File: config.mk
export PLATFORM = sky130hd
export DESIGN_NAME = wb_fsm_burst_monitor_flat
export DESIGN_NICKNAME = d
export VERILOG_FILES = /design/src/rtl/wb_mon_pkg.sv /design/src/rtl/wb_fsm_burst_monitor_if.sv /design/src/rtl/wb_mon_dwell_timer.sv /design/src/rtl/wb_fsm_burst_monitor.sv /design/src/flat_wrapper.sv
export SDC_FILE = /design/constraint.sdc
export NUM_CORES = 1
export LEC_CHECK = 0
export CORE_MARGIN = 4
export CORE_UTILIZATION = 45
export CTS_CLUSTER_SIZE = 28
export DETAILED_ROUTE_END_ITERATION = 7
export GPL_TIMING_DRIVEN = 1
export HOLD_SLACK_MARGIN = 0.02
export PLACE_DENSITY = 0.7
export SLEW_MARGIN = 20
export SYNTH_ARGS = -nofsm -noshare
export SYNTH_HDL_FRONTEND = slang
export SYNTH_HIERARCHICAL = 1
export SYNTH_SLANG_ARGS = --single-unit
File: constraint.sdc
create_clock -name i_clk -period 8.5 [get_ports i_clk]
set_clock_uncertainty 0.15 [all_clocks]
set_input_delay 1.275 -clock i_clk [delete_from_list [all_inputs] [get_ports i_clk]]
set_output_delay 1.275 -clock i_clk [all_outputs]
set_load 0.02 [all_outputs]
File: src/rtl/wb_mon_pkg.sv
// wb_mon_pkg: error codes and state-encoding helpers for the Wishbone burst FSM monitor
package wb_mon_pkg;
  localparam logic [2:0] ERR_NONE    = 3'd0;
  localparam logic [2:0] ERR_ILLEGAL = 3'd1;
  localparam logic [2:0] ERR_IDLE    = 3'd2;
  localparam logic [2:0] ERR_ADVANCE = 3'd3;
  localparam logic [2:0] ERR_HOLD    = 3'd4;
  localparam logic [2:0] ERR_WAIT    = 3'd5;
  localparam logic [2:0] ERR_TIMEOUT = 3'd6;
  function automatic logic idle(int s);
    return s == 0;
  endfunction
  function automatic logic wait_ack(int s, int bl);
    return s == bl;
  endfunction
  function automatic logic is_burst(int s, int bl);
    return s >= 1 && s < bl;
  endfunction
endpackage

File: src/rtl/wb_fsm_burst_monitor_if.sv
// wb_fsm_burst_monitor_if: tap of the Wishbone master burst FSM state, ack and extra-write flag
interface wb_fsm_burst_monitor_if #(parameter int STATE_W = 3);
  logic [STATE_W-1:0] state;
  logic               wb_ack;
  logic               extra_write;
  modport master (output state, wb_ack, extra_write);
  modport slave  (input  state, wb_ack, extra_write);
endinterface

File: src/rtl/wb_mon_dwell_timer.sv
// wb_mon_dwell_timer: counts consecutive repeats of a non-IDLE state, fires once on reaching TIMEOUT
module wb_mon_dwell_timer #(
  parameter int TIMEOUT = 1000
) (
  input  logic i_clk,
  input  logic i_rst,
  input  logic i_enable,
  input  logic i_same,
  output logic o_fire
);
  localparam int W = $clog2(TIMEOUT + 1);
  localparam logic [W-1:0] L_MAX = W'(TIMEOUT);
  logic [W-1:0] r_cnt;
  always_ff @(posedge i_clk)
    if (i_rst || !i_enable || !i_same) r_cnt <= '0;
    else if (r_cnt != L_MAX) r_cnt <= r_cnt + W'(1);
  assign o_fire = i_enable && i_same && r_cnt == L_MAX - W'(1);
endmodule

File: src/rtl/wb_fsm_burst_monitor.sv
// wb_fsm_burst_monitor: run-time transition/hold/timeout checker for the Wishbone master burst FSM
module wb_fsm_burst_monitor
  import wb_mon_pkg::*;
#(
  parameter int BURST_LEN   = 4,
  parameter int STATE_W     = 3,
  parameter int TIMEOUT     = 1000,
  parameter int STRICT_HOLD = 1,
  parameter int CNT_W       = 16
) (
  input  logic                  i_clk,
  input  logic                  i_rst,
  input  logic                  i_enable,
  input  logic                  i_clr,
  wb_fsm_burst_monitor_if.slave i_tap,
  output logic                  o_err,
  output logic                  o_err_sticky,
  output logic [2:0]            o_err_code,
  output logic [STATE_W-1:0]    o_err_prev,
  output logic [STATE_W-1:0]    o_err_next,
  output logic [CNT_W-1:0]      o_err_cnt,
  output logic [CNT_W-1:0]      o_burst_cnt
);
  logic [STATE_W-1:0] r_prev_state;
  logic r_prev_ack, r_prev_extra, r_prev_valid;
  logic w_chk, w_illegal, w_c2, w_c3, w_c4, w_c5, w_same, w_fire, w_done, w_err, w_cap;
  logic [2:0] w_code;
  int w_prev, w_next;
  assign w_prev    = int'(r_prev_state);
  assign w_next    = int'(i_tap.state);
  assign w_chk     = i_enable && r_prev_valid;
  assign w_illegal = i_enable && w_next > BURST_LEN;
  assign w_c2 = w_chk && idle(w_prev) && !(idle(w_next) || w_next == 1 || wait_ack(w_next, BURST_LEN));
  assign w_c3 = w_chk && is_burst(w_prev, BURST_LEN) && r_prev_ack && w_next != w_prev + 1;
  assign w_c4 = w_chk && STRICT_HOLD != 0 && is_burst(w_prev, BURST_LEN) && !r_prev_ack && w_next != w_prev;
  assign w_c5 = w_chk && wait_ack(w_prev, BURST_LEN) &&
                ((r_prev_extra || !r_prev_ack) ? !wait_ack(w_next, BURST_LEN) : !idle(w_next));
  assign w_done = w_chk && wait_ack(w_prev, BURST_LEN) && !r_prev_extra && r_prev_ack && idle(w_next);
  assign w_same = r_prev_valid && w_next == w_prev && !idle(w_prev);
  wb_mon_dwell_timer #(.TIMEOUT(TIMEOUT)) u_dwell (
    .i_clk    (i_clk),
    .i_rst    (i_rst),
    .i_enable (i_enable),
    .i_same   (w_same),
    .o_fire   (w_fire)
  );
  assign w_code = w_illegal ? ERR_ILLEGAL :
                  w_c2      ? ERR_IDLE    :
                  w_c3      ? ERR_ADVANCE :
                  w_c4      ? ERR_HOLD    :
                  w_c5      ? ERR_WAIT    :
                  w_fire    ? ERR_TIMEOUT : ERR_NONE;
  assign w_err = w_code != ERR_NONE;
  // a clear in the same cycle discards the old record, so the new error is captured
  assign w_cap = w_err && (i_clr || !o_err_sticky);
  always_ff @(posedge i_clk)
    if (i_rst) begin
      r_prev_state <= '0;
      r_prev_ack   <= 1'b0;
      r_prev_extra <= 1'b0;
      r_prev_valid <= 1'b0;
      o_err        <= 1'b0;
      o_err_sticky <= 1'b0;
      o_err_code   <= ERR_NONE;
      o_err_prev   <= '0;
      o_err_next   <= '0;
      o_err_cnt    <= '0;
      o_burst_cnt  <= '0;
    end else begin
      r_prev_valid <= i_enable;
      if (i_enable) begin
        r_prev_state <= i_tap.state;
        r_prev_ack   <= i_tap.wb_ack;
        r_prev_extra <= i_tap.extra_write;
      end
      o_err        <= w_err;
      o_err_sticky <= (o_err_sticky && !i_clr) || w_err;
      if (w_cap) begin
        o_err_code <= w_code;
        o_err_prev <= r_prev_state;
        o_err_next <= i_tap.state;
      end else if (i_clr) begin
        o_err_code <= ERR_NONE;
        o_err_prev <= '0;
        o_err_next <= '0;
      end
      o_err_cnt   <= i_clr ? CNT_W'(w_err)  : o_err_cnt + CNT_W'(w_err && !(&o_err_cnt));
      o_burst_cnt <= i_clr ? CNT_W'(w_done) : o_burst_cnt + CNT_W'(w_done && !(&o_burst_cnt));
    end
endmodule

File: src/flat_wrapper.sv
// flat-port wrapper written by rule: the top's interface ports become plain ports
module wb_fsm_burst_monitor_flat import wb_mon_pkg::*;
#(
  parameter int BURST_LEN   = 4,
  parameter int STATE_W     = 3,
  parameter int TIMEOUT     = 1000,
  parameter int STRICT_HOLD = 1,
  parameter int CNT_W       = 16
)
  (i_clk, i_rst, i_enable, i_clr, o_err, o_err_sticky, o_err_code, o_err_prev, o_err_next, o_err_cnt, o_burst_cnt, i_tap_state, i_tap_wb_ack, i_tap_extra_write);
  wb_fsm_burst_monitor_if #(.STATE_W(STATE_W)) i_tap_i ();
  input  logic i_clk;
  input  logic i_rst;
  input  logic i_enable;
  input  logic i_clr;
  output logic o_err;
  output logic o_err_sticky;
  output logic [2:0] o_err_code;
  output logic [STATE_W-1:0] o_err_prev;
  output logic [STATE_W-1:0] o_err_next;
  output logic [CNT_W-1:0] o_err_cnt;
  output logic [CNT_W-1:0] o_burst_cnt;
  input wire logic [$bits(i_tap_i.state)-1:0] i_tap_state;
  input wire logic [$bits(i_tap_i.wb_ack)-1:0] i_tap_wb_ack;
  input wire logic [$bits(i_tap_i.extra_write)-1:0] i_tap_extra_write;
  assign i_tap_i.state = i_tap_state;
  assign i_tap_i.wb_ack = i_tap_wb_ack;
  assign i_tap_i.extra_write = i_tap_extra_write;
  wb_fsm_burst_monitor #(.BURST_LEN(BURST_LEN), .STATE_W(STATE_W), .TIMEOUT(TIMEOUT), .STRICT_HOLD(STRICT_HOLD), .CNT_W(CNT_W)) u_core (.i_clk(i_clk), .i_rst(i_rst), .i_enable(i_enable), .i_clr(i_clr), .i_tap(i_tap_i), .o_err(o_err), .o_err_sticky(o_err_sticky), .o_err_code(o_err_code), .o_err_prev(o_err_prev), .o_err_next(o_err_next), .o_err_cnt(o_err_cnt), .o_burst_cnt(o_burst_cnt));
endmodule
==> images/ff_map.png <==
(6 px per µm) Other sequential cells in the stronger grey, the rest of the logic in the fainter grey.
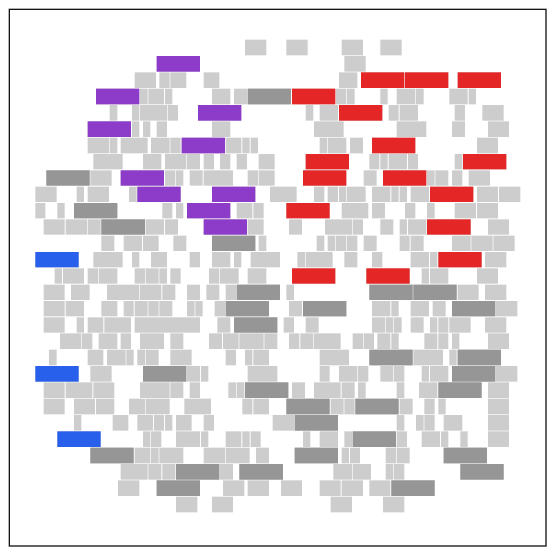
- `u_core/r_prev_state`: blue (flops 3)
- `u_core/u_dwell/r_cnt`: purple (flops 10)
- `u_core/o_err_cnt`: red (flops 16)
- not coloured: 30

==> images/floorplan.png <==
(4 px per µm) Pins as bars on the die edge. Tap cells in grey.
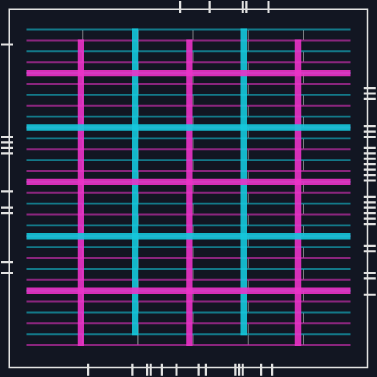
- VSS: magenta
- VDD: cyan
- met1 rails: 30
- rows: 29
- met5 straps: 5
- tap cells: 77

==> images/clock_nets.png <==
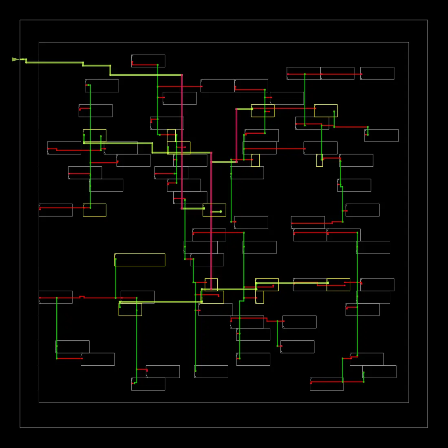
total of clock buffers placed in the layout: 11
CTS sink cnt: 59
Clock Latency Late Sink: 0.33 ns

==> images/layers.png <==
(6 px per µm)
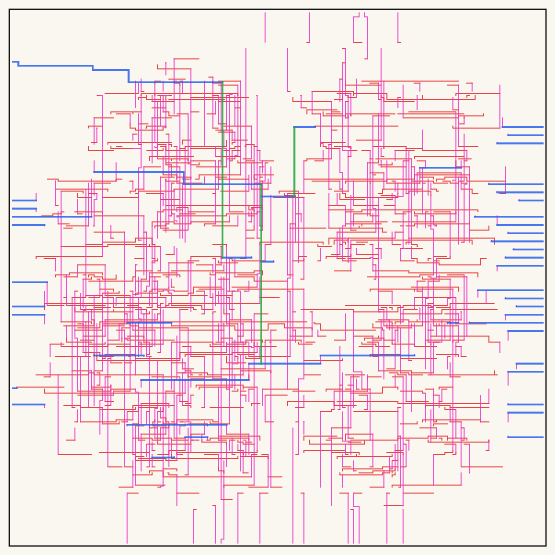
- M3: blue (wire length 392 µm)
- M1: red (wire length 2900 µm)
- M4: green (wire length 70.7 µm)
- M2: magenta (wire length 2950 µm)

==> images/util_map.png <==
(4 px per µm) The die is cut into 9 by 9 equal tiles; white is low, dark blue is high, 0 to 100% covered.
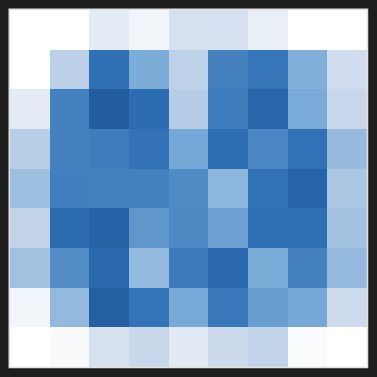
- nearly empty tiles: 8.6%
- tiles over 75% full: 12%
- mean over tiles: 45%
- fullest tile: 82%

==> highlights.md <==
## Status
- result of the run: finished, final reports clean

## Synthesis
- top cell type by instance count after synthesis: sky130_fd_sc_hd__dfxtp_1
- primary flip-flop cell chosen by synthesis mapping: sky130_fd_sc_hd__dfxtp_1
- Yosys cell types: 49
- sequential share of the synthesized area: 39.8%
- Mapped Cells: 342

## Critical path
- WS Path Type: in -> reg
- reg-to-reg critical path startpoint: u_core/r_prev_state[0]
- required time of the critical path: 8.56 ns
- sort of element at the end of the critical path: flop
- critical path buffer and inverter count: 1

## Place
- tally of buffers added on design ports: 51
- worst setup timing slack at the placement stage: 3.64 ns

## Clock network
- Bufs on Longest Clock Path: 2
- clock tree from TritonCTS: built
- Worst-path clk slew: 0.07 ns

## Timing
- relative slew slack: 41.6%
- part of the cycle the worst path needs: 53.3%
- unrepaired setup endpoints after global routing: no
- number of endpoints failing setup at the final stage: 0
- Worst Max-Slew Pin Slew: 0.871 ns
- achievable frequency: 221 MHz
- Max Slew Vio Count: 0

## Floorplan
- Initial Util: 46.5%
- IO Count: 52
- Row Count: 29

## Job
- tally of max-capacitance violations: 0

## Finish
- number of fillers in the final layout: 585
- register area: 1180 µm²
- Layout Cell Area excl Fill: 3680 µm²

## Drt
- count of vias placed by the detailed router: 2542
- DRC errors left: 0

==> state kept, by name (all words and copies together), names as in the netlist <==
name,cells
u_core/r_prev_extra,1
u_core/o_err,1
u_core/u_dwell/r_cnt,10
u_core/o_err_code,3
u_core/o_err_prev,3
u_core/r_prev_ack,1
u_core/r_prev_valid,1
u_core/o_burst_cnt,16
u_core/o_err_sticky,1
u_core/o_err_next,3
u_core/r_prev_state,3
u_core/o_err_cnt,16
==> worst register-to-register path, cell delays in order, from the launching register on <==
cell and delay (ns):
sky130_fd_sc_hd__dfxtp_1 0.49, sky130_fd_sc_hd__xor2_1 0.25, sky130_fd_sc_hd__nor3_1 0.11, sky130_fd_sc_hd__and3_1 0.19, sky130_fd_sc_hd__nand3b_1 0.08, sky130_fd_sc_hd__nor4_1 0.09
sky130_fd_sc_hd__nor3_2 0.73, sky130_fd_sc_hd__and2_4 0.33, sky130_fd_sc_hd__nor2_1 0.06, sky130_fd_sc_hd__ha_1 0.24, sky130_fd_sc_hd__ha_1 0.20, sky130_fd_sc_hd__and3_1 0.18
sky130_fd_sc_hd__nand3_1 0.11, sky130_fd_sc_hd__xor2_1 0.15, sky130_fd_sc_hd__nor2_1 0.05
==> cells in the final DEF, fill, tap and decap left out, drive strengths merged, types with 2 or more instances in the layout <==
master          n
a21oi          13
and2            3
and3           11
clkbuf         11
clkdlybuf4s50  50
clkinv          3
dfxtp          59
ha             10
inv             6
mux2i           8
nand2          20
nand2b         13
nand3          28
nand3b          8
nand4           6
nor2           48
nor2b           2
nor3           10
nor4            2
o211ai          8
o21a            2
o21ai           7
o31ai           2
o32a            6
or3            10
or4             2
xnor2           8
xor2           24
==> cell families after synthesis <==
kind of cell | Yosys count | synth area share, %
adder cells (fa/ha/maj) | 10 | 4.22
AND-OR/OR-AND | 46 | 11.5
multiplexers | 8 | 2.70
flip-flops | 59 | 39.8
XOR/XNOR | 32 | 9.44
buffers and inverters | 21 | 3.46
AND/OR/NAND/NOR | 166 | 28.9
==> worst paths after layout <==
| check | endpoint | slack [ns] | cells past startpoint |
|---|---|---|---|
| worst max-delay path | u_core/o_err_cnt[10] | 3.97 | 15 |
| worst min-delay path | u_core/o_err_code[2] | 0.33 | 2 |
| worst max register to register | u_core/o_err_cnt[10] | 4.99 | 14 |
| worst min register to register | u_core/o_err_code[2] | 0.33 | 2 |
==> metal layers <==
| layer | share of wire (%) | global-route usage [%] |
|---|---|---|
| met5 | 0 | 0 |
| met4 | 1.1 | 5.28 |
| met3 | 6.2 | 5.07 |
| met2 | 47 | 27.9 |
| met1 | 46 | 21.4 |
==> where the power goes <==
part	internal, µW	switching, µW	leakage (µW)
Sequential	281	4.97	0.000478
Combinational	20.7	27.5	0.000712
Clock	142	108	0.0000991
==> area by class of cell <==
cell class | count | area share (%)
Timing Repair Buffer | 51 | 13.7
Clock buffer | 11 | 3.84
Inverter | 6 | 0.611
Multi-Input combinational cell | 262 | 45.7
Tap cell | 77 | 2.62
Clock inverter | 5 | 1.43
Sequential cell | 59 | 32.1
==> per-stage QoR <==
stage	util, %	cells
3_3_place_gp	54.7	455
6_report	57.7	471
4_1_cts	57.8	471
2_1_floorplan	-	342
5_1_grt	57.7	471
3_5_place_dp	54.7	455
Power figures rest on the tool's default switching activity, not on a simulated workload.
